[config.mk]
export PLATFORM = sky130hd
export DESIGN_NAME = ahb_refill_master
export DESIGN_NICKNAME = d
export VERILOG_FILES = /design/src/rtl/interface_pkg.sv /design/src/rtl/refill_line_buffer.sv /design/src/rtl/ahb_refill_master.sv
export SDC_FILE = /design/constraint.sdc
export NUM_CORES = 1
export LEC_CHECK = 0
export CAP_MARGIN = 0
export CORE_MARGIN = 2
export CORE_UTILIZATION = 47
export DETAILED_ROUTE_END_ITERATION = 8
export HOLD_SLACK_MARGIN = 0.06
export PLACE_DENSITY = 0.88
export RECOVER_POWER = 25
export SYNTH_ARGS = -nofsm -noshare
export SYNTH_HDL_FRONTEND = slang
export SYNTH_SLANG_ARGS = --single-unit
[constraint.sdc]
create_clock -name clk -period 5.95 [get_ports clk]
set_input_delay 0.8925 -clock clk [delete_from_list [all_inputs] [get_ports clk]]
set_output_delay 0.8925 -clock clk [all_outputs]
set_load 0.01 [all_outputs]
[src/rtl/interface_pkg.sv]
// Shared AHB-Lite encodings and refill-master types, common to the initiator and responder sides.
package interface_pkg;

    typedef enum logic [2:0] {
        BURST_SINGLE = 3'd0,
        BURST_INCR   = 3'd1,
        BURST_WRAP4  = 3'd2
    } burst_types_t;

    typedef enum logic [1:0] {
        TRANS_IDLE   = 2'd0,
        TRANS_BUSY   = 2'd1,
        TRANS_NONSEQ = 2'd2,
        TRANS_SEQ    = 2'd3
    } trans_types_t;

    typedef enum logic [2:0] {
        ST_IDLE,
        ST_ADDR,
        ST_LAST,
        ST_ERR,
        ST_DONE
    } refill_states_t;

    localparam int         WRAP4_BEATS = 4;
    localparam logic [2:0] HSIZE_WORD  = 3'b010;

    // Beat address inside a 16-byte line; idx is 2-bit so the wrap never carries into bit 4.
    function automatic logic [31:0] wrap4_addr(input logic [31:0] base, input logic [1:0] idx);
        return base | {28'd0, idx, 2'b00};
    endfunction

endpackage

[src/rtl/refill_line_buffer.sv]
// Four-word line store for a WRAP4 refill: indexed word write, clear at burst start, flat 128-bit view.
module refill_line_buffer
    import interface_pkg::*;
(
    input  logic         clk,
    input  logic         rst,
    input  logic         clear,
    input  logic         wr_en,
    input  logic [1:0]   wr_idx,
    input  logic [31:0]  wr_data,
    output logic [127:0] line
);

    logic [31:0] words [WRAP4_BEATS];

    // NOTE: the word store is reset (not left as plain RAM) so line_data reads 0 out of reset,
    // and clearing at burst start keeps words from an earlier or cancelled burst out of this line.
    always_ff @(posedge clk) begin
        if (rst || clear) begin
            for (int i = 0; i < WRAP4_BEATS; i++) begin
                words[i] <= '0;
            end
        end else if (wr_en) begin
            words[wr_idx] <= wr_data;
        end
    end

    assign line = {words[3], words[2], words[1], words[0]};

endmodule

[src/rtl/ahb_refill_master.sv]
// AHB-Lite initiator issuing one critical-word-first WRAP4 read per I-cache miss.
// Define REFILL_EARLY_RESTART_EN to add the per-word word_valid/word_data/word_idx outputs.
module ahb_refill_master
    import interface_pkg::*;
#(
    parameter logic [31:0] WRAP4_BOUNDARY_MASK = 32'hFFFF_FFF0,
    parameter logic [3:0]  HPROT_VAL           = 4'b0010
) (
    input  logic         clk,
    input  logic         rst,
    input  logic         req_valid,
    input  logic [31:0]  req_addr,
    output logic         req_ready,
    output logic [31:0]  haddr,
    output logic [1:0]   htrans,
    output logic [2:0]   hburst,
    output logic [2:0]   hsize,
    output logic         hwrite,
    output logic [3:0]   hprot,
    input  logic [31:0]  hrdata,
    input  logic         hready,
    input  logic         hresp,
    output logic         line_done,
    output logic         line_err,
    output logic [127:0] line_data,
    output logic [31:0]  line_addr
`ifdef REFILL_EARLY_RESTART_EN
    ,
    output logic         word_valid,
    output logic [31:0]  word_data,
    output logic [1:0]   word_idx
`endif
);

    refill_states_t state;
    logic [31:0]    base;
    logic [1:0]     off;
    logic [1:0]     a_cnt;
    logic [1:0]     d_cnt;
    logic           data_pending;
    logic           capture;
    logic [1:0]     cap_idx;
    logic           start;

    assign hburst = BURST_WRAP4;
    assign hsize  = HSIZE_WORD;
    assign hwrite = 1'b0;
    assign hprot  = HPROT_VAL;

    // In ADDR a data phase is outstanding once the address counter has run ahead of the data counter.
    assign data_pending = ((state == ST_ADDR) && (a_cnt != d_cnt)) || (state == ST_LAST);
    assign capture      = data_pending && hready && !hresp;
    assign cap_idx      = off + d_cnt;
    assign start        = (state == ST_IDLE) && req_valid;

    always_ff @(posedge clk) begin
        if (rst) begin
            state     <= ST_IDLE;
            htrans    <= TRANS_IDLE;
            haddr     <= '0;
            req_ready <= 1'b1;
            base      <= '0;
            off       <= '0;
            a_cnt     <= '0;
            d_cnt     <= '0;
            line_done <= 1'b0;
            line_err  <= 1'b0;
            line_addr <= '0;
        end else begin
            line_done <= 1'b0;
            if (capture) begin
                d_cnt <= d_cnt + 2'd1;
            end
            case (state)
                ST_IDLE: begin
                    if (req_valid) begin
                        base      <= req_addr & WRAP4_BOUNDARY_MASK;
                        off       <= req_addr[3:2];
                        a_cnt     <= '0;
                        d_cnt     <= '0;
                        haddr     <= req_addr & ~32'd3;
                        htrans    <= TRANS_NONSEQ;
                        req_ready <= 1'b0;
                        state     <= ST_ADDR;
                    end
                end
                ST_ADDR: begin
                    if (hresp) begin
                        htrans <= TRANS_IDLE;
                        state  <= ST_ERR;
                    end else if (hready) begin
                        if (a_cnt == 2'd3) begin
                            htrans <= TRANS_IDLE;
                            state  <= ST_LAST;
                        end else begin
                            a_cnt  <= a_cnt + 2'd1;
                            haddr  <= wrap4_addr(base, off + a_cnt + 2'd1);
                            htrans <= TRANS_SEQ;
                        end
                    end
                end
                ST_LAST: begin
                    if (hresp) begin
                        state <= ST_ERR;
                    end else if (hready) begin
                        line_done <= 1'b1;
                        line_err  <= 1'b0;
                        line_addr <= base;
                        state     <= ST_DONE;
                    end
                end
                ST_ERR: begin
                    if (hready) begin
                        line_done <= 1'b1;
                        line_err  <= 1'b1;
                        line_addr <= base;
                        state     <= ST_DONE;
                    end
                end
                ST_DONE: begin
                    req_ready <= 1'b1;
                    state     <= ST_IDLE;
                end
                default: state <= ST_IDLE;
            endcase
        end
    end

    refill_line_buffer u_line_buffer (
        .clk     (clk),
        .rst     (rst),
        .clear   (start),
        .wr_en   (capture),
        .wr_idx  (cap_idx),
        .wr_data (hrdata),
        .line    (line_data)
    );

`ifdef REFILL_EARLY_RESTART_EN
    always_ff @(posedge clk) begin
        if (rst) begin
            word_valid <= 1'b0;
            word_data  <= '0;
            word_idx   <= '0;
        end else begin
            word_valid <= capture;
            if (capture) begin
                word_data <= hrdata;
                word_idx  <= cap_idx;
            end
        end
    end
`endif

endmodule

Fig. 1: run 1, signal wires by layer
Bar = 50 um.
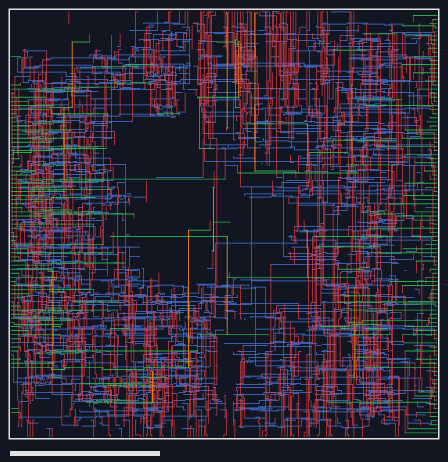
Orange shows M4, wire length 439 um. Green shows M3, wire length 2450 um. Blue shows M1, wire length 9300 um. Red shows M2, wire length 12000 um.

Fig. 2: run 1, I/O nets highlighted
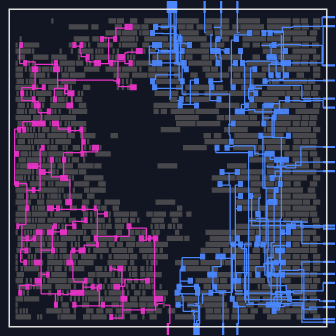
Blue shows `hrdata`, bits 32, direction input, edge 19 right, 8 top, 5 bottom, end cells 128, buffers 32, wire 2430 um. Magenta shows `rst`, bits 1, direction input, edge bottom, end cells 101, buffers 2, wire 854 um.
Boundary Pins: 277
number of port buffers: 257

==> impl_metrics.tcl, run 1 <==
# metrics dict for downstream scripts
set metrics [dict create \
    synth_async_sr_flop_share_pct 0 \
    grt_pass1_wl_um 37200 \
    final_net_count 1114 \
    critPathMaxStageDelay_ps 3000 \
    fmax_ghz 0.227 \
    die_height_um 142 \
    grt_overflow_total 0 \
    antenna-diode-count 0 \
    final_common_cell "sky130_fd_sc_hd__nand2_1" \
    layout_top_cells "sky130_fd_sc_hd__nand2_1 (181), sky130_fd_sc_hd__clkdlybuf4s50_1 (157), sky130_fd_sc_hd__edfxtp_1 (128), sky130_fd_sc_hd__dfxtp_1 (100), sky130_fd_sc_hd__dlygate4sd3_1 (99)" \
    via_count 6943 \
    dpl.cell_count 1251 \
    number_of_buffers_inserted_to_repair_setup_after_cts 0 \
    layout_worst_path_cycle_share_pct 74.0 \
    grt_max_degree 101 \
    netlist_top_cells_area "sky130_fd_sc_hd__edfxtp_1 (43%), sky130_fd_sc_hd__dfxtp_1 (22%), sky130_fd_sc_hd__nand2_1 (7.6%)" \
    placement_rows 50 \
    top_cell_area_share_pct 42.8 \
    timing.critical_path.required_ps 6350 \
    holdPathEnd "line_addr[14]" \
    worst-path-max-fanout 100 \
    cts_tree "done" \
    cts_root_buf "sky130_fd_sc_hd__clkbuf_16" \
    ff_type "sky130_fd_sc_hd__edfxtp_1" \
    clkSinkCount 228 \
    timing_worst_slew_pin_value_ps 4280 \
    grtUsageMet1_pct 28.7 \
    warnings 30 \
    power_w 0.00373 \
    post-route-min-period_ps 4400 \
    via_per_inst 5.37 \
    worst_r2r_startpoint "state[0]" \
    ctsHoldBuffers 0 \
    most_crowded_layer_after_global_routing "met2" \
    floorplan.initialDensity_pct 48.0 \
    rr_worst_depth 6 \
    crit_reg_reg_endpoint "u_line_buffer.words[2][12]" \
    setup_repair_after_global_routing_missed_its_margin "no" \
    resized_gates_after_cts 0 \
    worst_setup_path_start_kind "input pin" \
    final_cells 1292 \
    critPathCaptureType "register" \
    yosys_register_bits 228 \
    num-fill-cells 1367 \
    slowest_stage "sky130_fd_sc_hd__clkbuf_1" \
    post_synth_instance_area_um2 8980 \
    slew_viol_final 101 \
    outcome "finished, violations left" \
    finalHoldViolations 0 \
    totalWireLength_um 24200 \
    timing.critical_path.mode_cell "sky130_fd_sc_hd__clkbuf_1" \
    placed_wire_length_estimate_um 15500 \
    grt_use_met3_pct 6.53 \
    route.detailed.wl_per_inst_um 18.8 \
    postSynthSeqShare_pct 65.1 \
    clk_slew_on_worst_s_h_paths_ps 60 \
    worstSetupPathType "in -> reg" \
    final.hold.worst_slack_ps 454 \
    setup_violations 0 \
    core_um2 18700 \
    max_cap_check_violation_count 1 \
    synth.lib_cells_used.distinct 44 \
    synth_cells 811 \
    postSynthAreaPerCell_um2 11.1 \
    grt.met2_usage_pct 40.6 \
    drt-pass1-iter-count 5 \
    timing.final.ws_setup_ps 1550 \
    cellLeakagePower_nw 5.03 \
    critical-path-top-delay-family "buffers and inverters" \
    critical_path.cell_chain "clkbuf_1 > clkbuf_1 > inv_1 > o21ai_0 > a211oi_1 > a31o_2" \
    r2r_setup_slack_ps 2550 \
    failed_checks "max-capacitance violations, max-slew violations" \
    track_usage_pct 23.2 \
    hold_path_startpoint "line_addr[14]" \
    worst-endpoint-arrival_ps 4800 \
]
Fig. 3: run 1, clock nets
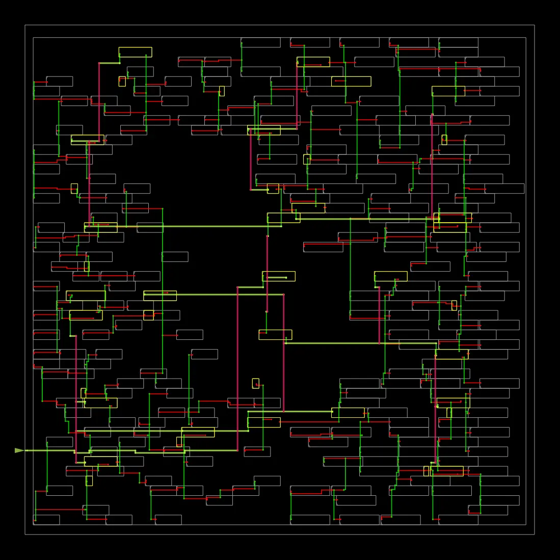
layout clock buffer count: 28
Final Skew: 8.26 ps
Inserted Clock Buffers: 23
sequential cells: 228

-- run 1: worst max path at each step --
| stage | to | cells after the start | start |
|---|---|---|---|
| after floorplan | u_line_buffer.words[2][0] | 4 | hresp |
| after global placement | u_line_buffer.words[1][5] | 7 | req_valid |
| after detailed placement | u_line_buffer.words[2][6] | 7 | req_valid |
| after CTS | u_line_buffer.words[1][10] | 7 | req_valid |
| after global routing | haddr[3] | 6 | rst |
| final | haddr[3] | 6 | rst |
-- run 1: through the flow --
stage / area, um^2 / util [%]
global route: 12300 / 65.8
detailed placement: 11600 / 62.0
floorplan: 9040 / -
CTS: 12300 / 65.8
finish: 12300 / 65.8
global placement: 11600 / 62.0
-- run 1: cell usage after synthesis, types with 3 or more instances --
cell type / instances
sky130_fd_sc_hd__a21oi_1: 65
sky130_fd_sc_hd__a311oi_1: 28
sky130_fd_sc_hd__and2_1: 34
sky130_fd_sc_hd__and3_1: 97
sky130_fd_sc_hd__buf_2: 5
sky130_fd_sc_hd__buf_4: 24
sky130_fd_sc_hd__buf_6: 11
sky130_fd_sc_hd__clkbuf_1: 38
sky130_fd_sc_hd__dfxtp_1: 100
sky130_fd_sc_hd__edfxtp_1: 128
sky130_fd_sc_hd__ha_1: 3
sky130_fd_sc_hd__inv_1: 5
sky130_fd_sc_hd__nand2_1: 181
sky130_fd_sc_hd__nand2b_1: 5
sky130_fd_sc_hd__nor2_1: 39
sky130_fd_sc_hd__nor3_1: 4
sky130_fd_sc_hd__nor4_1: 3
sky130_fd_sc_hd__o21ai_0: 5
sky130_fd_sc_hd__xnor2_1: 5
-- run 1: worst register-to-register path: cells and delay by family, from the launching register on --
kind / cells / cell delay [ps]
compound gates: 1 / 920
flops: 1 / 640
buf+inv: 2 / 710
simple gates: 3 / 990
-- run 1: metal layers --
layer	part of all wire (%)	up-vias
li1	-	3265
met1	38	3313
met2	50	326
met3	10	39
met4	1.8	0
met5	0	-
-- run 1: sequential cells by signal (all words and copies together) (netlist names), 2 cells and up --
name and flops:
u_line_buffer.words 128, haddr 30, base 28, line_addr 28
state 3, a_cnt 2, d_cnt 2, htrans 2
off 2
-- run 1: report_power, final --
part           switching, W  total (W)  internal, W  leakage, nW
Clock              0.000591    0.00139     0.000796        0.337
Sequential        0.0000498    0.00183      0.00178         2.20
Combinational      0.000286   0.000518     0.000231         2.49
Total              0.000927    0.00373      0.00280         5.03
-- run 1: final cells by class --
type                       instances  area [um^2]  share of cell area, %
sequential                       228         5850                   47.5
multi-input combinational        513         2770                   22.5
timing repair buffer             271         2670                   21.7
clock buffer                      28          594                   4.83
tap                              234          293                   2.38
clock inverter                    13          116                  0.946
inverter                           5         18.8                  0.153
-- run 1: logic make-up after synthesis --
group / count (synthesis) / share of synthesized area, %
adders and majority gates: 3 / 0.418
other: 2 / 0.0836
buffers and inverters: 85 / 5.54
and+or+nand+nor: 374 / 20.1
AOI/OAI and AO/OA: 111 / 7.95
xor gates and xnor gates: 6 / 0.585
muxes: 2 / 0.223
DFF: 228 / 65.1
Fig. 4: run 1, where the registers sit
Bar = 50 um.
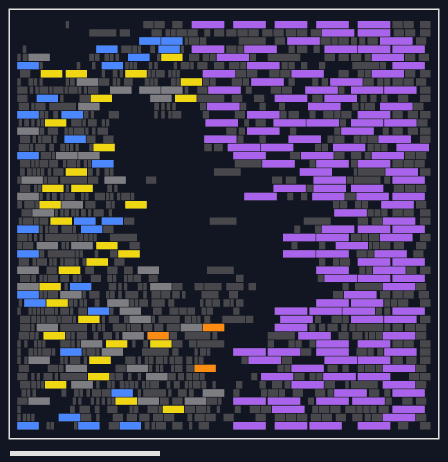

--- run 2 (diff from run 1) ---
- clock period: 5.95 -> 4.6 ns (I/O delays scaled with it)
Fig. 5: run 2, where the registers sit
Bar = 50 um.
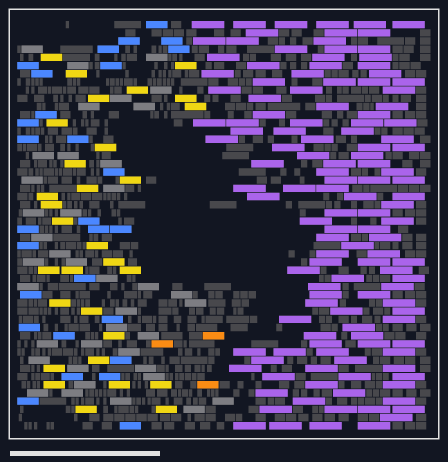
Orange shows `state`, flops 3. Blue shows `line_addr`, flops 28. Purple shows `u_line_buffer.words`, flops 128. Yellow shows `haddr`, flops 30.
Another 39 sequential cells are not colored.
register cell area after layout: 5850 um^2
final core area utilization: 66.3%
flop share of the area: 47.2%
power in sequential cells: 0.00236 W

Fig. 6: run 2, signal wires by layer
Bar = 50 um.
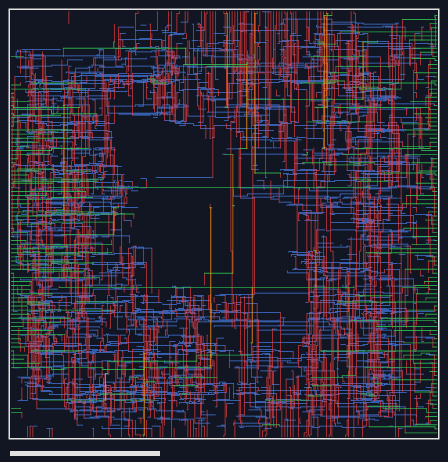
Green shows M3, wire length 2660 um. Orange shows M4, wire length 444 um. Red shows M2, wire length 11900 um. Blue shows M1, wire length 9080 um.

Fig. 7: run 2, clock nets
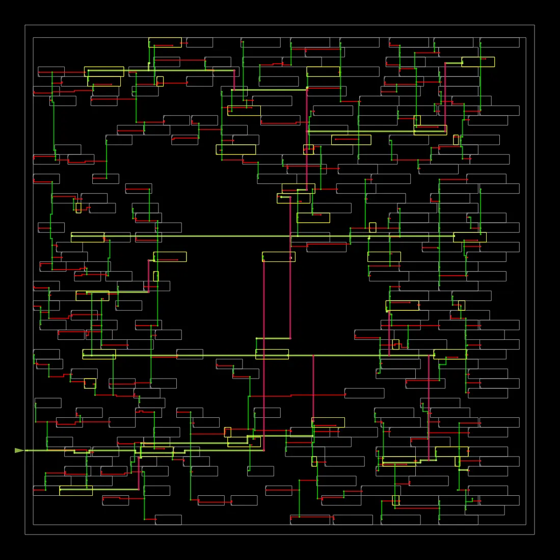
Inserted Clock Buffers: 24
clock sink count: 228
clock latency at the later pin of the worst-skew pair: 510 ps
Final Skew: 9.96 ps

==> run 2 against run 1 <==
Against the previous run: the run still ends with max-capacitance violations, max-slew violations left; sequential share of layout area fell by 0.34 points; count of clock-buffer cells in the layout rose by 3; first-iteration DRC count fell by 10%; non-clock buffer count did not move; design area rose by 0.71%; critical path depth did not move; via count fell by 0.17%; final cell count barely moved; combinational power rose by 29%; clock power rose by about 40%; utilization rose by 0.47 points.
==> impl_metrics.tcl, run 2 <==
# metrics dict for downstream scripts
set metrics [dict create \
    core_um2 18700 \
    place.gp.congestion 0.782 \
    drt-pass1-iter-count 5 \
    most_common_cell "sky130_fd_sc_hd__nand2_1" \
    design.portCount 277 \
    number_of_buffers_inserted_to_repair_setup_after_cts 0 \
    worst-path-max-fanout 50 \
    floorplan.initialDensity_pct 48.0 \
    setup_violations 0 \
    warnings 30 \
    synth.lib_cells_used.distinct 44 \
    netlist_top_cells_area "sky130_fd_sc_hd__edfxtp_1 (43%), sky130_fd_sc_hd__dfxtp_1 (22%), sky130_fd_sc_hd__nand2_1 (7.6%)" \
    max_cap_check_violation_count 2 \
    layout_top_cells "sky130_fd_sc_hd__nand2_1 (181), sky130_fd_sc_hd__clkdlybuf4s50_1 (155), sky130_fd_sc_hd__edfxtp_1 (128), sky130_fd_sc_hd__dlygate4sd3_1 (101), sky130_fd_sc_hd__dfxtp_1 (100)" \
    fmax_ghz 0.281 \
    grt_max_degree 129 \
    antenna-diode-count 0 \
    via_per_inst 5.36 \
    critPathCaptureType "register" \
    route.detailed.wl_per_inst_um 18.7 \
    worst-endpoint-arrival_ps 3950 \
    postSynthSeqShare_pct 65.1 \
    timing_worst_slew_pin_value_ps 1750 \
    cellLeakagePower_nw 5.07 \
    timing.critical_path.required_ps 4990 \
    postSynthAreaPerCell_um2 11.1 \
    synth_cells 811 \
    totalWireLength_um 24100 \
    worst_setup_path_start_kind "register" \
    die_height_um 142 \
    post_synth_instance_area_um2 8980 \
    grt_overflow_total 0 \
    num-fill-cells 1391 \
    placement_rows 50 \
    layout_worst_path_cycle_share_pct 77.2 \
    resized_gates_after_cts 0 \
    grt_pass1_wl_um 36900 \
    cts_tree "done" \
    cts_root_buf "sky130_fd_sc_hd__clkbuf_16" \
    synthTopCellsByCount "sky130_fd_sc_hd__nand2_1 (181), sky130_fd_sc_hd__edfxtp_1 (128), sky130_fd_sc_hd__dfxtp_1 (100)" \
    final_net_count 1115 \
    top_cell_area_share_pct 42.8 \
    number_of_flip_flops_under_the_largest_register_name 128 \
    worstSetupPathType "reg -> reg" \
    post-route-min-period_ps 3550 \
    outcome "finished, violations left" \
    port_buffers 257 \
    placed_wire_length_estimate_um 15400 \
    largestRegisters "u_line_buffer.words x128, haddr x30" \
    route.antenna.remaining_nets 0 \
    first_iteration_detailed_routing_drc_count 441 \
    finalHoldViolations 0 \
    yosys_register_bits 228 \
    rr_worst_depth 6 \
    slew_viol_final 66 \
    clk_slew_on_worst_s_h_paths_ps 60 \
    ctsHoldBuffers 0 \
    synth_async_sr_flop_share_pct 0 \
    registers.top_by_ff_count "u_line_buffer.words" \
    setup_repair_after_global_routing_missed_its_margin "no" \
    failed_checks "max-capacitance violations, max-slew violations" \
    via_count 6931 \
    power_w 0.00497 \
]
-- run 2: per-layer routing --
layer | track usage (%) | up-vias | routed length [um]
met1 | 28.2 | 3310 | 9080
li1 | - | 3263 | -
met4 | 5.89 | 0 | 444
met2 | 40.0 | 324 | 11900
met3 | 7.17 | 34 | 2660
met5 | 0 | - | 0
-- run 2: cell type report --
class                   count  area (um^2)  area share (%)
flip-flops and latches    228         5850            47.2
multi-input cells         513         2770            22.4
repair buffers            271         2680            21.6
clock buffers              31          652            5.26
well taps                 234          293            2.36
clock inverters            11          134            1.08
inverters                   5         18.8           0.151
-- run 2: where the power goes --
group	leakage (nW)	internal (W)	switching, W
clock	0.386	0.00117	0.000780
combinational	2.49	0.000299	0.000369
sequential	2.20	0.00230	0.0000646
total	5.07	0.00376	0.00121
-- run 2: path summary, 6_finish.rpt --
path / end / slack (ps) / startpoint
hold / removal: line_err / 400 / rst
hold reg to reg: line_addr[17] / 450 / line_addr[17]
setup reg to reg: haddr[26] / 1050 / state[0]
setup / recovery: haddr[26] / 1050 / state[0]
-- run 2: cell families (layout without fill, tap and decap cells) --
family / count (synthesis) / after routing / share of synthesized area, %
AOI/OAI and AO/OA: 111 / 111 / 7.95
other: 2 / 17 / 0.0836
and+or+nand+nor: 374 / 374 / 20.1
DFF: 228 / 228 / 65.1
muxes: 2 / 2 / 0.223
buffers and inverters: 85 / 318 / 5.54
adders and majority gates: 3 / 3 / 0.418
xor gates and xnor gates: 6 / 6 / 0.585
-- run 2: metrics by stage --
stage	cell area [um^2]	std cells	setup slack [ps]
after floorplan	9040	826	385
after global placement	11600	1251	1400
after detailed placement	11600	1251	1330
after CTS	12400	1293	1720
after global routing	12400	1293	785
final	12400	1293	1050
-- run 2: critical path, cell delays in order (launching register included) --
cell,delay (ps)
sky130_fd_sc_hd__dfxtp_1,620
sky130_fd_sc_hd__or3b_1,460
sky130_fd_sc_hd__clkbuf_1,690
sky130_fd_sc_hd__o31ai_4,660
sky130_fd_sc_hd__buf_4,530
sky130_fd_sc_hd__nor2_1,120
sky130_fd_sc_hd__a311oi_1,330
Power and IR drop assume default switching activity.
